Run 1, cell classes on the final placement:
Scale bar: 50 µm.
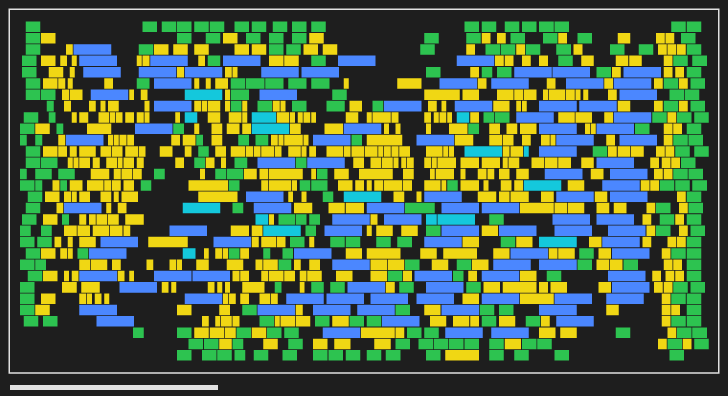
Run 1, drive-strength map:
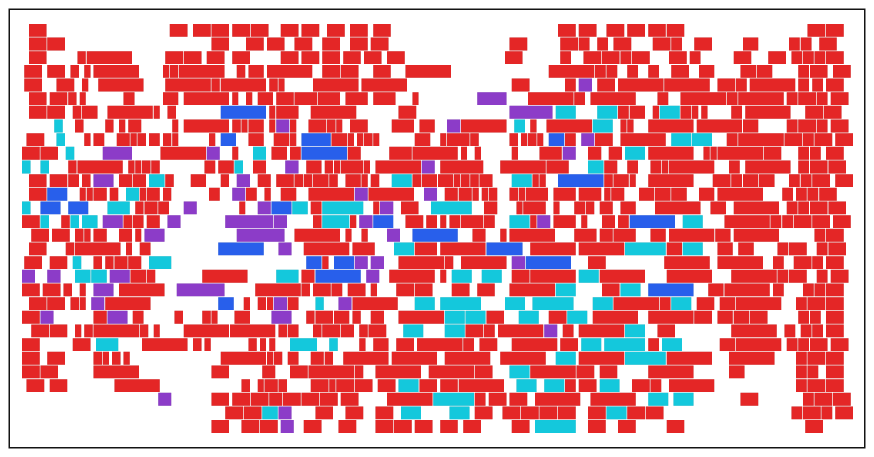
Run 1, clock nets:
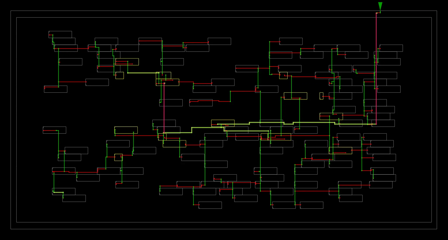
**config.mk**
```make
export PLATFORM = sky130hd
export DESIGN_NAME = mem_ctrl
export DESIGN_NICKNAME = d
export VERILOG_FILES = /design/src/rtl/mem_ctrl_pkg.sv /design/src/rtl/mem_ctrl.sv
export SDC_FILE = /design/constraint.sdc
export NUM_CORES = 1
export LEC_CHECK = 0
export CORE_ASPECT_RATIO = 0.5
export CORE_MARGIN = 2
export CORE_UTILIZATION = 46
export CTS_CLUSTER_SIZE = 20
export DETAILED_ROUTE_END_ITERATION = 16
export PLACE_DENSITY = 0.81
export SYNTH_ARGS = -nofsm -noshare
export SYNTH_HDL_FRONTEND = slang
export SYNTH_SLANG_ARGS = --single-unit
export TNS_END_PERCENT = 100
```
**constraint.sdc**
```tcl
create_clock -name clk -period 3.2 [get_ports clk]
set_input_delay 0.48 -clock clk [delete_from_list [all_inputs] [get_ports clk]]
set_output_delay 0.48 -clock clk [all_outputs]
set_load 0.02 [all_outputs]
```
**src/rtl/mem_ctrl_pkg.sv**
```systemverilog
// Shared encodings for the byte-serialising memory controller: access sizes,
// FSM states, transaction owner and the size-to-byte-count helper.
package mem_ctrl_pkg;

  // Access size encodings as driven by the MEM stage (ram_state).
  localparam logic [1:0] SIZE_B = 2'b00;
  localparam logic [1:0] SIZE_H = 2'b01;
  localparam logic [1:0] SIZE_W = 2'b11;

  typedef enum logic [1:0] {
    ST_IDLE = 2'b00,
    ST_RD   = 2'b01,
    ST_WR   = 2'b10,
    ST_DONE = 2'b11
  } state_e;

  typedef enum logic {
    OWN_IF  = 1'b0,
    OWN_MEM = 1'b1
  } owner_e;

  // Number of bytes moved for a given size code; 2'b10 is reserved and
  // handled as a full word.
  function automatic logic [2:0] size_to_n(input logic [1:0] size);
    logic [2:0] n;
    case (size)
      SIZE_B:  n = 3'd1;
      SIZE_H:  n = 3'd2;
      default: n = 3'd4;
    endcase
    return n;
  endfunction

endpackage

```
**src/rtl/mem_ctrl.sv**
```systemverilog
// Memory controller: arbitrates IF fetches and MEM loads/stores onto a single
// byte-wide RAM port, serialises each transaction into byte accesses and
// returns little-endian assembled data with a one-cycle done pulse.
module mem_ctrl
  import mem_ctrl_pkg::*;
(
  input  logic        clk,
  input  logic        rst_n,
  input  logic        if_req_i,
  input  logic [31:0] if_addr_i,
  output logic        if_done_o,
  output logic [31:0] if_data_o,
  input  logic        mem_r_req_i,
  input  logic        mem_w_req_i,
  input  logic [31:0] mem_addr_i,
  input  logic [31:0] mem_w_data_i,
  input  logic [1:0]  mem_state_i,
  output logic        mem_done_o,
  output logic [31:0] mem_r_data_o,
  input  logic [7:0]  ram_din_i,
  output logic [7:0]  ram_dout_o,
  output logic [31:0] ram_a_o,
  output logic        ram_wr_o
);

  state_e      state_q, state_d;
  owner_e      owner_q, owner_d;
  logic [31:0] base_q, base_d;
  logic [2:0]  n_q, n_d;
  logic [31:0] wdata_q, wdata_d;
  logic [2:0]  cnt_q, cnt_d;
  logic [31:0] data_q, data_d;

  // State and transaction registers; reset clears everything immediately.
  always_ff @(posedge clk or negedge rst_n) begin
    if (!rst_n) begin
      state_q <= ST_IDLE;
      owner_q <= OWN_IF;
      base_q  <= '0;
      n_q     <= '0;
      wdata_q <= '0;
      cnt_q   <= '0;
      data_q  <= '0;
    end else begin
      state_q <= state_d;
      owner_q <= owner_d;
      base_q  <= base_d;
      n_q     <= n_d;
      wdata_q <= wdata_d;
      cnt_q   <= cnt_d;
      data_q  <= data_d;
    end
  end

  // Arbitration, byte sequencing, data assembly and output decode.
  always_comb begin
    state_d      = state_q;
    owner_d      = owner_q;
    base_d       = base_q;
    n_d          = n_q;
    wdata_d      = wdata_q;
    cnt_d        = cnt_q;
    data_d       = data_q;
    ram_a_o      = '0;
    ram_dout_o   = '0;
    ram_wr_o     = 1'b0;
    if_done_o    = 1'b0;
    if_data_o    = '0;
    mem_done_o   = 1'b0;
    mem_r_data_o = '0;

    case (state_q)
      ST_IDLE: begin
        // Store wins over load (also when both are illegally high), then fetch.
        if (mem_w_req_i) begin
          state_d = ST_WR;
          owner_d = OWN_MEM;
          base_d  = mem_addr_i;
          n_d     = size_to_n(mem_state_i);
          wdata_d = mem_w_data_i;
          cnt_d   = '0;
          data_d  = '0;
        end else if (mem_r_req_i) begin
          state_d = ST_RD;
          owner_d = OWN_MEM;
          base_d  = mem_addr_i;
          n_d     = size_to_n(mem_state_i);
          cnt_d   = '0;
          data_d  = '0;
        end else if (if_req_i) begin
          state_d = ST_RD;
          owner_d = OWN_IF;
          base_d  = if_addr_i;
          n_d     = 3'd4;
          cnt_d   = '0;
          data_d  = '0;
        end
      end

      ST_RD: begin
        if (cnt_q < n_q) begin
          ram_a_o = base_q + {29'd0, cnt_q};
        end
        // RAM returns the byte addressed one cycle earlier, so byte cnt-1
        // lands now; the 2-bit wrap maps cnt=4 onto byte lane 3.
        if (cnt_q != 3'd0) begin
          data_d[{(cnt_q[1:0] - 2'd1), 3'b000} +: 8] = ram_din_i;
        end
        if (cnt_q == n_q) begin
          state_d = ST_DONE;
        end else begin
          cnt_d = cnt_q + 3'd1;
        end
      end

      ST_WR: begin
        ram_a_o    = base_q + {29'd0, cnt_q};
        ram_dout_o = wdata_q[{cnt_q[1:0], 3'b000} +: 8];
        ram_wr_o   = 1'b1;
        if (cnt_q == n_q - 3'd1) begin
          state_d = ST_DONE;
        end else begin
          cnt_d = cnt_q + 3'd1;
        end
      end

      ST_DONE: begin
        if (owner_q == OWN_IF) begin
          if_done_o = 1'b1;
          if_data_o = data_q;
        end else begin
          mem_done_o   = 1'b1;
          mem_r_data_o = data_q;
        end
        state_d = ST_IDLE;
        cnt_d   = '0;
      end

      default: state_d = ST_IDLE;
    endcase
  end

endmodule

```
==> qor_table.md, run 1 <==
| Quantity | Reported |
| --- | --- |
| Outcome | complete, no violations |
| Worst supply voltage drop on vdd | 0.416 mV |
| Category of the most critical setup path | flip-flop to primary output |
| Detailed-route DRC error count | 0 |
| Count of different cell masters after synthesis | 53 |
| Leading cell types in the layout, fill and taps excluded | sky130_fd_sc_hd__clkdlybuf4s50_1 (185), sky130_fd_sc_hd__dfrtp_1 (105), sky130_fd_sc_hd__nand2_1 (55), sky130_fd_sc_hd__and2_1 (43), sky130_fd_sc_hd__mux2_2 (42) |
| Setup repair after global routing missed its margin | yes |
| Global routing usage summed across all routing layers | 23.9% |
| Cell type with the largest total area | sky130_fd_sc_hd__dfrtp_1 |
| Number of global-route vias before repair | 5,684 |
| Overall power consumption | 7.05 mW |
| Multi-input comb cells | 464 |
| GRT met3 Usage | 4.41% |
| Antenna diode count | 0 |
| Most common logic cell in the routed design | sky130_fd_sc_hd__clkdlybuf4s50_1 |
| Seq share, synth | 41.5% |
| Share of power burned in registers | 32.2% |
| Worst Setup EP | ram_a_o[22] |
| Synthesized netlist cell count | 623 |
| Vias per cell | 5.55 |
| Yosys chip area | 6340 µm² |
| Logic pwr share | 52.7% |
| Time the worst path needs with I/O delays and setup | 3.14 ns |
| Source of the critical timing path | cnt_q[0] |
| Switching Power | 2.98 mW |
| Clock-cell share | 3.14% |
| Placeable core region | 13,500 µm² |
| Maximum number of pins on one net before global-route repair | 56 |
| Main area contributors | sky130_fd_sc_hd__dfrtp_1 (41%), sky130_fd_sc_hd__mux2_2 (7.5%), sky130_fd_sc_hd__mux2i_1 (6.0%) |
| Share of Yosys cell area claimed by the top area cell type | 41.5% |
| Max Root-Sink Buffers | 2 |
| Number of H-tree levels | 3 |
| HPWL reported at the end of detailed placement | 12.8 mm |
| Hold buffer count at cts | 0 |
| Cell seen most often among critical-path stages | sky130_fd_sc_hd__buf_6 |
| Commonest cells post-synth | sky130_fd_sc_hd__dfrtp_1 (105), sky130_fd_sc_hd__nand2_1 (55), sky130_fd_sc_hd__and2_1 (43), sky130_fd_sc_hd__mux2_2 (42), sky130_fd_sc_hd__o21ai_0 (40) |
| Logic cell area | 3580 µm² |
| Fraction of layout cells with a size suffix above 1 | 17.5% |
| Cell Count Post-Placement | 1,003 |
| Mux share of post-synthesis cell area | 16.3% |
| Maximum fanout along the worst path | 5 |
| Placement Setup Slack | -0.0538 ns |
| Max-capacitance violation count | 0 |
| Switch share | 42.2% |
| Post_cts resized | 63 |
| Critical Path, Cell by Cell | ha_2, inv_1, fa_2, and2b_2, buf_6, o2111ai_4, or4_4, a21oi_4, buf_6 |
| Power density over the cells | 770 nW/µm² |
| Part of the power in the clock network | 15.1% |
| Leakage Power | 4.15 nW |
| Required arrival time at the worst endpoint | 2.72 ns |
| Sequential cell area in the final layout | 2630 µm² |
| Final slew viol count | 0 |
| Post-layout period usage | 98.0% |
| Total routed wirelength | 17.5 mm |
| Die Width | 170 µm |
| Comb pwr | 3.71 mW |
| Overall chip area | 14,800 µm² |
| Initial antenna violation count | 0 |
| Post-CTS setup-driven buffer insertion count | 1 |
| Clock buffers created by TritonCTS | 9 |
| Signal inverters | 14 |
| Final global-route overflow total | 0 |
| Total via count after detailed routing | 5,686 |
| Global-route track usage on met2 | 43.6% |
| Floorplan net count | 751 |
| Area share of fa/ha/maj cells after synthesis | 3.47% |
| CTS tree | yes |
| Net total in the final layout | 971 |
| Warning total across the stage logs | 35 |
| Group drawing the most power | combinational logic |
| Final cell count without fillers | 1,024 |
| Number of enable-type register cells in the synthesized netlist | 0 |
| Reg2Reg Launch Point | cnt_q[0] |
| Count of input and output buffers | 217 |
| Weighted congestion at the end of routability-driven global placement | 0.829 |
| Tapcells inserted | 176 |
| Core utilization before placement | 46.9% |
| Number of stages on the worst setup path | 9 |
About 'cell classes on the final placement':
legend:
  green:
    class: other buffers and delay cells
    cells: 249
    share_of_their_area: 27%
  blue:
    class: flip-flops
    cells: 105
    share_of_their_area: 29%
  yellow:
    class: all other logic
    cells: 478
    share_of_their_area: 41%
  cyan:
    class: clock drivers and dummy loads
    cells: 16
    share_of_their_area: 3.2%
Finished Core Util: 67.7%
floorplan row count: 30
sequential cell area share: 28.7%
finished layout cell area: 9150 µm²

About 'drive-strength map':
legend:
  red:
    size: drive 1 or less
    cells: 700
    most_used: clkdlybuf4s50_1
  blue:
    size: drive 6 and up
    cells: 21
    most_used: clkbuf_16
  cyan:
    size: drive 2
    cells: 79
    most_used: mux2_2
  purple:
    size: drive 3 to 4
    cells: 48
    most_used: buf_4
post-synthesis to final-layout area growth: 44.4%
non-clock buffer total of the final layout: 249

About 'clock nets':
clock network latency to the later pin of the worst-skew pair: 0.35 ns
Post-Route Skew: 0.0163 ns

## Run 2: what changed since run 1
--- a/config.mk
+++ b/config.mk
@@ -7,10 +7,10 @@
 export LEC_CHECK = 0
 export CORE_ASPECT_RATIO = 0.5
 export CORE_MARGIN = 2
-export CORE_UTILIZATION = 46
+export CORE_UTILIZATION = 40
 export CTS_CLUSTER_SIZE = 20
 export DETAILED_ROUTE_END_ITERATION = 16
-export PLACE_DENSITY = 0.81
+export PLACE_DENSITY = 0.72
 export SYNTH_ARGS = -nofsm -noshare
 export SYNTH_HDL_FRONTEND = slang
 export SYNTH_SLANG_ARGS = --single-unit
Run 2, drive-strength map:
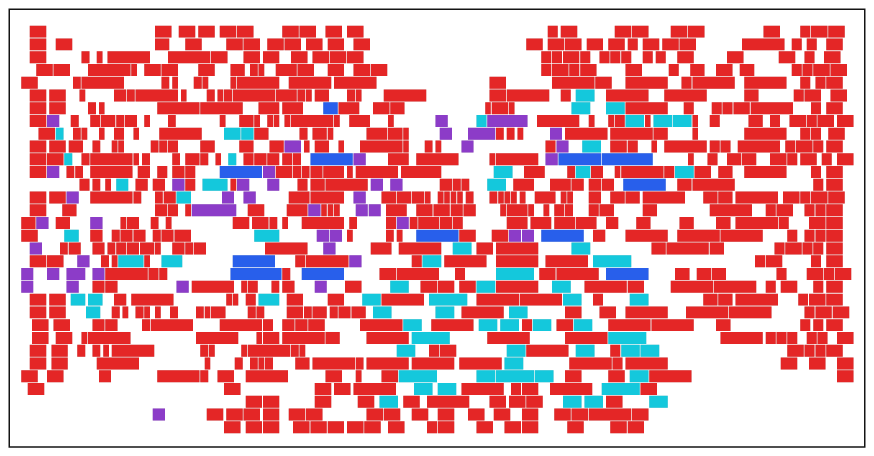
legend:
  purple:
    size: drive 3 to 4
    cells: 46
    most_used: buf_4
  red:
    size: drive 1 or less
    cells: 718
    most_used: clkdlybuf4s50_1
  blue:
    size: drive 6 and up
    cells: 12
    most_used: clkbuf_16
  cyan:
    size: drive 2
    cells: 68
    most_used: mux2_2
final critical-path setup slack: 0.0416 ns
non-clock buffer total of the final layout: 247
finished layout cell area: 9120 µm²

==> qor_table.md, run 2 <==
| Quantity | Reported |
| --- | --- |
| Net total in the final layout | 969 |
| Multi-input comb cells | 464 |
| Required arrival time at the worst endpoint | 2.72 ns |
| Time the worst path needs with I/O delays and setup | 3.16 ns |
| Sequential cell area in the final layout | 2630 µm² |
| Finished Core Util | 59.0% |
| Outcome | complete, no violations |
| Clock buffers created by TritonCTS | 9 |
| Worst Setup EP | ram_a_o[26] |
| Vias per cell | 5.30 |
| Die Width | 182 µm |
| Global routing usage summed across all routing layers | 21.0% |
| Overall power consumption | 7.06 mW |
| Antenna diode count | 0 |
| Weighted congestion at the end of routability-driven global placement | 0.842 |
| Source of the critical timing path | cnt_q[0] |
| Leakage Power | 4.16 nW |
| Yosys chip area | 6340 µm² |
| Share of Yosys cell area claimed by the top area cell type | 41.5% |
| Main area contributors | sky130_fd_sc_hd__dfrtp_1 (41%), sky130_fd_sc_hd__mux2_2 (7.5%), sky130_fd_sc_hd__mux2i_1 (6.0%) |
| Clock-cell share | 3.36% |
| Initial antenna violation count | 0 |
| Post-CTS setup-driven buffer insertion count | 0 |
| Leading cell types in the layout, fill and taps excluded | sky130_fd_sc_hd__clkdlybuf4s50_1 (186), sky130_fd_sc_hd__dfrtp_1 (105), sky130_fd_sc_hd__nand2_1 (55), sky130_fd_sc_hd__and2_1 (43), sky130_fd_sc_hd__mux2_2 (42) |
| Placeable core region | 15,500 µm² |
| Post-synthesis to final-layout area growth | 43.9% |
| Synthesized netlist cell count | 623 |
| Max Root-Sink Buffers | 2 |
| Count of input and output buffers | 217 |
| Cell Count Post-Placement | 1,029 |
| Number of global-route vias before repair | 5,524 |
| Cell type with the largest total area | sky130_fd_sc_hd__dfrtp_1 |
| Power density over the cells | 774 nW/µm² |
| Fraction of layout cells with a size suffix above 1 | 14.9% |
| Post_cts resized | 48 |
| Switching Power | 2.88 mW |
| Number of stages on the worst setup path | 8 |
| Floorplan net count | 751 |
| Setup repair after global routing missed its margin | yes |
| GRT met3 Usage | 4.63% |
| Number of H-tree levels | 3 |
| Final cell count without fillers | 1,048 |
| Global-route track usage on met2 | 37.2% |
| Worst supply voltage drop on vdd | 0.423 mV |
| Detailed-route DRC error count | 0 |
| Critical Path, Cell by Cell | ha_1, inv_1, fa_1, and2b_4, o2111ai_4, or4_1, a21oi_2, buf_4 |
| Floorplan row count | 32 |
| Category of the most critical setup path | flip-flop to primary output |
| Most common logic cell in the routed design | sky130_fd_sc_hd__clkdlybuf4s50_1 |
| Final slew viol count | 0 |
| Max-capacitance violation count | 0 |
| Signal inverters | 14 |
| Area share of fa/ha/maj cells after synthesis | 3.47% |
| Switch share | 40.8% |
| Final global-route overflow total | 0 |
| Sequential cell area share | 28.8% |
| Comb pwr | 3.62 mW |
| Commonest cells post-synth | sky130_fd_sc_hd__dfrtp_1 (105), sky130_fd_sc_hd__nand2_1 (55), sky130_fd_sc_hd__and2_1 (43), sky130_fd_sc_hd__mux2_2 (42), sky130_fd_sc_hd__o21ai_0 (40) |
| Group drawing the most power | combinational logic |
| Post-layout period usage | 98.7% |
| Registers with the highest flip-flop counts | base_q: 32 flops, data_q: 32 flops, wdata_q: 32 flops |
| Warning total across the stage logs | 34 |
| Logic pwr share | 51.3% |
| CTS tree | yes |
| Tapcells inserted | 204 |
| Placement Setup Slack | -0.0334 ns |
Run 2, clock distribution:
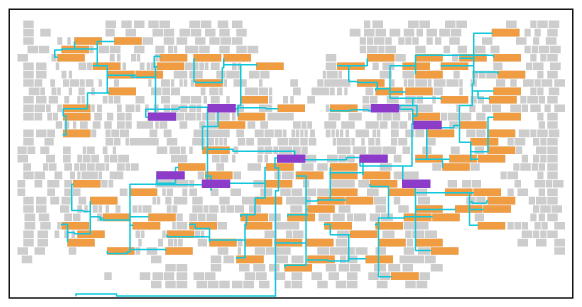
legend:
  cyan:
    item: clock wires
    length: 1,320 µm
  orange:
    item: flip-flops
    count: 105
  purple:
    item: cells driving clock nets
    count: 9
routed clock nets: 10
flops lie: widely spread
Post-Route Skew: 0.00917 ns
part of the power in the clock network: 16.6%
power dissipated in the clock network: 1.17 mW
clock network latency to the later pin of the worst-skew pair: 0.34 ns

Power figures rest on the tool's default switching activity, not on a simulated workload.
